Fig. 1: gate families picked out
Drawn at 4 px/micron.
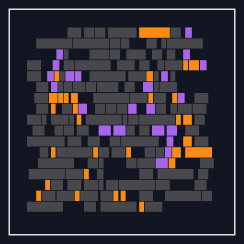
Fig. 2: metal layers overlaid
Drawn at 8 px/micron.
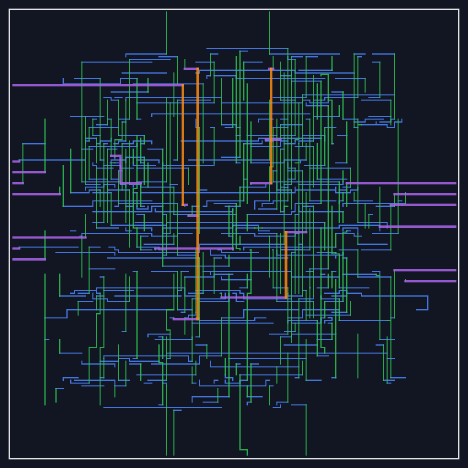
===== src/rtl/odd_even_pkg.sv =====
// Shared types and constants for the odd/even stream generator.
package odd_even_pkg;
  typedef enum logic [1:0] {IDLE, SEND, DONE} state_t;

  localparam logic [3:0] ODD_SEED   = 4'b1001;
  localparam logic [3:0] EVEN_SEED  = 4'b0110;
  // x^4 + x^3 + 1, maximal length for a 4-bit Fibonacci LFSR
  localparam logic [3:0] LFSR_TAPS  = 4'b1100;
endpackage


===== src/rtl/odd_even_value_gen.sv =====
// Per-parity value source: reloads on init, advances on step.
// ODD_EVEN_GEN_LFSR_EN selects an LFSR source instead of an incrementing one.
module odd_even_value_gen
  import odd_even_pkg::*;
#(
  parameter int DATA_W = 4,
  parameter bit PARITY = 1'b1
) (
  input  logic              clk,
  input  logic              rst,
  input  logic              init,
  input  logic              step,
  output logic [DATA_W-1:0] word
);
`ifdef ODD_EVEN_GEN_LFSR_EN
  localparam logic [DATA_W-1:0] SEED = PARITY ? DATA_W'(ODD_SEED) : DATA_W'(EVEN_SEED);
  localparam logic [DATA_W-1:0] TAPS = DATA_W'(LFSR_TAPS);
  logic [DATA_W-1:0] lfsr;

  always_ff @(posedge clk or posedge rst) begin
    if (rst)       lfsr <= SEED;
    else if (init) lfsr <= SEED;
    else if (step) lfsr <= {lfsr[DATA_W-2:0], ^(lfsr & TAPS)};
  end

  // LSB is overridden so the word always carries the requested parity
  assign word = {lfsr[DATA_W-1:1], PARITY};
`else
  localparam logic [DATA_W-1:0] FIRST = DATA_W'(PARITY);
  logic [DATA_W-1:0] val;

  // stepping by 2 wraps naturally: max odd -> 1, max even -> 0
  always_ff @(posedge clk or posedge rst) begin
    if (rst)       val <= FIRST;
    else if (init) val <= FIRST;
    else if (step) val <= val + DATA_W'(2);
  end

  assign word = val;
`endif
endmodule


===== src/rtl/odd_even_stream_gen.sv =====
// Emits a programmed count of odd and even words on a valid/ready stream, alternating parity.
// ODD_EVEN_GEN_LFSR_EN switches the value sources to LFSRs (see odd_even_value_gen).
module odd_even_stream_gen
  import odd_even_pkg::*;
#(
  parameter int DATA_W = 4,
  parameter int CNT_W  = 4
) (
  input  logic              clk,
  input  logic              rst,
  input  logic              start,
  input  logic [CNT_W-1:0]  n_odd,
  input  logic [CNT_W-1:0]  n_even,
  input  logic              ready,
  output logic [DATA_W-1:0] d_out,
  output logic              valid,
  output logic              last,
  output logic              busy,
  output logic              done
);
  state_t            state, state_nxt;
  logic [CNT_W-1:0]  rem_odd, rem_even, rem_odd_nxt, rem_even_nxt;
  logic              par, par_nxt;   // 1: current word is odd
  logic [CNT_W:0]    rem_sum;
  logic              accept, xfer;
  logic [DATA_W-1:0] odd_word, even_word;

  assign accept  = start && (state == IDLE);
  assign valid   = (state == SEND);
  assign busy    = valid;
  assign done    = (state == DONE);
  assign xfer    = valid && ready;
  assign rem_sum = {1'b0, rem_odd} + {1'b0, rem_even};
  assign last    = valid && (rem_sum == (CNT_W+1)'(1));
  assign d_out   = valid ? (par ? odd_word : even_word) : '0;

  always_ff @(posedge clk or posedge rst) begin
    if (rst) begin
      state    <= IDLE;
      rem_odd  <= '0;
      rem_even <= '0;
      par      <= 1'b1;
    end else begin
      state    <= state_nxt;
      rem_odd  <= rem_odd_nxt;
      rem_even <= rem_even_nxt;
      par      <= par_nxt;
    end
  end

  always_comb begin
    state_nxt    = state;
    rem_odd_nxt  = rem_odd;
    rem_even_nxt = rem_even;
    par_nxt      = par;
    case (state)
      IDLE: if (start) begin
        rem_odd_nxt  = n_odd;
        rem_even_nxt = n_even;
        par_nxt      = (n_odd != '0);
        state_nxt    = (n_odd != '0 || n_even != '0) ? SEND : DONE;
      end
      SEND: if (ready) begin
        // switch parity only if the other one still has words left
        if (par) begin
          rem_odd_nxt = rem_odd - CNT_W'(1);
          par_nxt     = (rem_even == '0);
        end else begin
          rem_even_nxt = rem_even - CNT_W'(1);
          par_nxt      = (rem_odd != '0);
        end
        if (last) state_nxt = DONE;
      end
      DONE:    state_nxt = IDLE;
      default: state_nxt = IDLE;
    endcase
  end

  odd_even_value_gen #(.DATA_W(DATA_W), .PARITY(1'b1)) u_odd (
    .clk(clk), .rst(rst), .init(accept), .step(xfer && par), .word(odd_word)
  );

  odd_even_value_gen #(.DATA_W(DATA_W), .PARITY(1'b0)) u_even (
    .clk(clk), .rst(rst), .init(accept), .step(xfer && !par), .word(even_word)
  );
endmodule


===== config.mk =====
export PLATFORM = sky130hd
export DESIGN_NAME = odd_even_stream_gen
export DESIGN_NICKNAME = d
export VERILOG_FILES = /design/src/rtl/odd_even_pkg.sv /design/src/rtl/odd_even_value_gen.sv /design/src/rtl/odd_even_stream_gen.sv
export SDC_FILE = /design/constraint.sdc
export NUM_CORES = 1
export LEC_CHECK = 0
export CORE_MARGIN = 4
export CORE_UTILIZATION = 52
export CTS_CLUSTER_DIAMETER = 150
export DETAILED_ROUTE_END_ITERATION = 8
export PLACE_DENSITY = 0.74
export SLEW_MARGIN = 20
export SYNTH_ARGS = -nofsm -noshare
export SYNTH_HDL_FRONTEND = slang
export SYNTH_SLANG_ARGS = --single-unit

===== constraint.sdc =====
create_clock -name clk -period 1.9 [get_ports clk]
set_input_delay 0.19 -clock clk [delete_from_list [all_inputs] [get_ports clk]]
set_output_delay 0.19 -clock clk [all_outputs]
set_load 0.02 [all_outputs]

==> run_results.csv <==
group,metric,value,unit
layout,seq_share,28.5,%
power_and_ir_drop,powerSeq,695,uW
yosys,syn_inst,130,
power_and_ir_drop,power_frac_comb,66.6,%
yosys,ys_sh_mux,4.18,%
detailed_routing,vias,1071,
clock_tree,ctsResizeCount,12,
detailed_routing,drt_wl_total,2850,microns
critical_path,critPathRequiredTime,1710,ps
layout,comb_cells,98,
final_timing,period_used_share,114,%
critical_path,arrival,1970,ps
final_timing,finalSetupViolations,1,
flow_run,warning_count,29,
global_routing,grt_pass1_vias,1152,
clock_tree,worstSkewPairLatency,300,ps
global_routing,grt_pass1_wl,4960,microns
layout,num-nonclk-buffers,38,
critical_path,r2r-start,"rem_even[0]$_DFFE_PP0P_",
final_timing,worst_slack,-264,ps
detailed_routing,drt-wirelength-per-cell,14.7,microns
status,violations,"setup timing",
yosys,area_leaders,"dfrtp_1 (33%), ha_1 (9.4%), nor2_1 (6.3%)",
yosys,ff_type,"dfrtp_1",
layout,final_util,71.8,%
power_and_ir_drop,swShare,44.2,%
yosys,top_area_cell,"dfrtp_1",
detailed_routing,drc_errors,0,
critical_path,critical_path_class,"reg -> out",
yosys,top_cell,"nor2_1",
placed_design,numPortBuffers,19,
placed_design,gp_congestion,0.807,
final_timing,slew_headroom,53.6,%
power_and_ir_drop,power.total,2.81,mW
yosys,ys_area,0.00120,sq mm
layout,comb_area,707,sq um
yosys,yosys.area_share.xor_xnor,2.93,%
layout,final-clk-cell-share,2.29,%
clock_tree,cts_max_path_buffers,2,
die,tap_cells,28,
status,status,"finished with violations",
final_timing,setup_tns,-264,ps
-- Fig. 1 (at the start) --
- purple: inverting AOI/OAI gates (cells 22)
- orange: NOR gates (cells 30; most used nor2_1)
post-route insts no fill: 193
Comb area share: 44.5%

-- Fig. 2 (at the start) --
- green: metal 2 (wire length 1300 microns)
- orange: metal 4 (wire length 68.7 microns)
- blue: metal 1 (wire length 1340 microns)
- purple: metal 3 (wire length 137 microns)

-- worst max-delay path, stage by stage, from the launching register on --
cell and delay (ps):
dfrtp_1 410, ha_2 190, fa_1 430, nand2b_4 160, nor4_4 140, and3_2 210
buf_4 130
-- layout by cell type (no fill, tap or decap), drive strengths merged, types with 4 or more instances in the layout --
master / n
inv: 7
clkdlybuf4s50: 12
mux2i: 5
buf: 20
nand2: 5
dlygate4sd2: 4
o21ai: 8
ha: 9
dfrtp: 16
clkbuf: 4
a21oi: 6
nor2: 20
-- metal layers --
layer / GRT usage, % / share of wire [%] / up-vias
met4: 11.2 / 2.4 / 0
met3: 5.10 / 4.8 / 9
li1: - / - / 525
met2: 31.9 / 46 / 27
met1: 24.5 / 47 / 510
met5: 0 / 0 / -
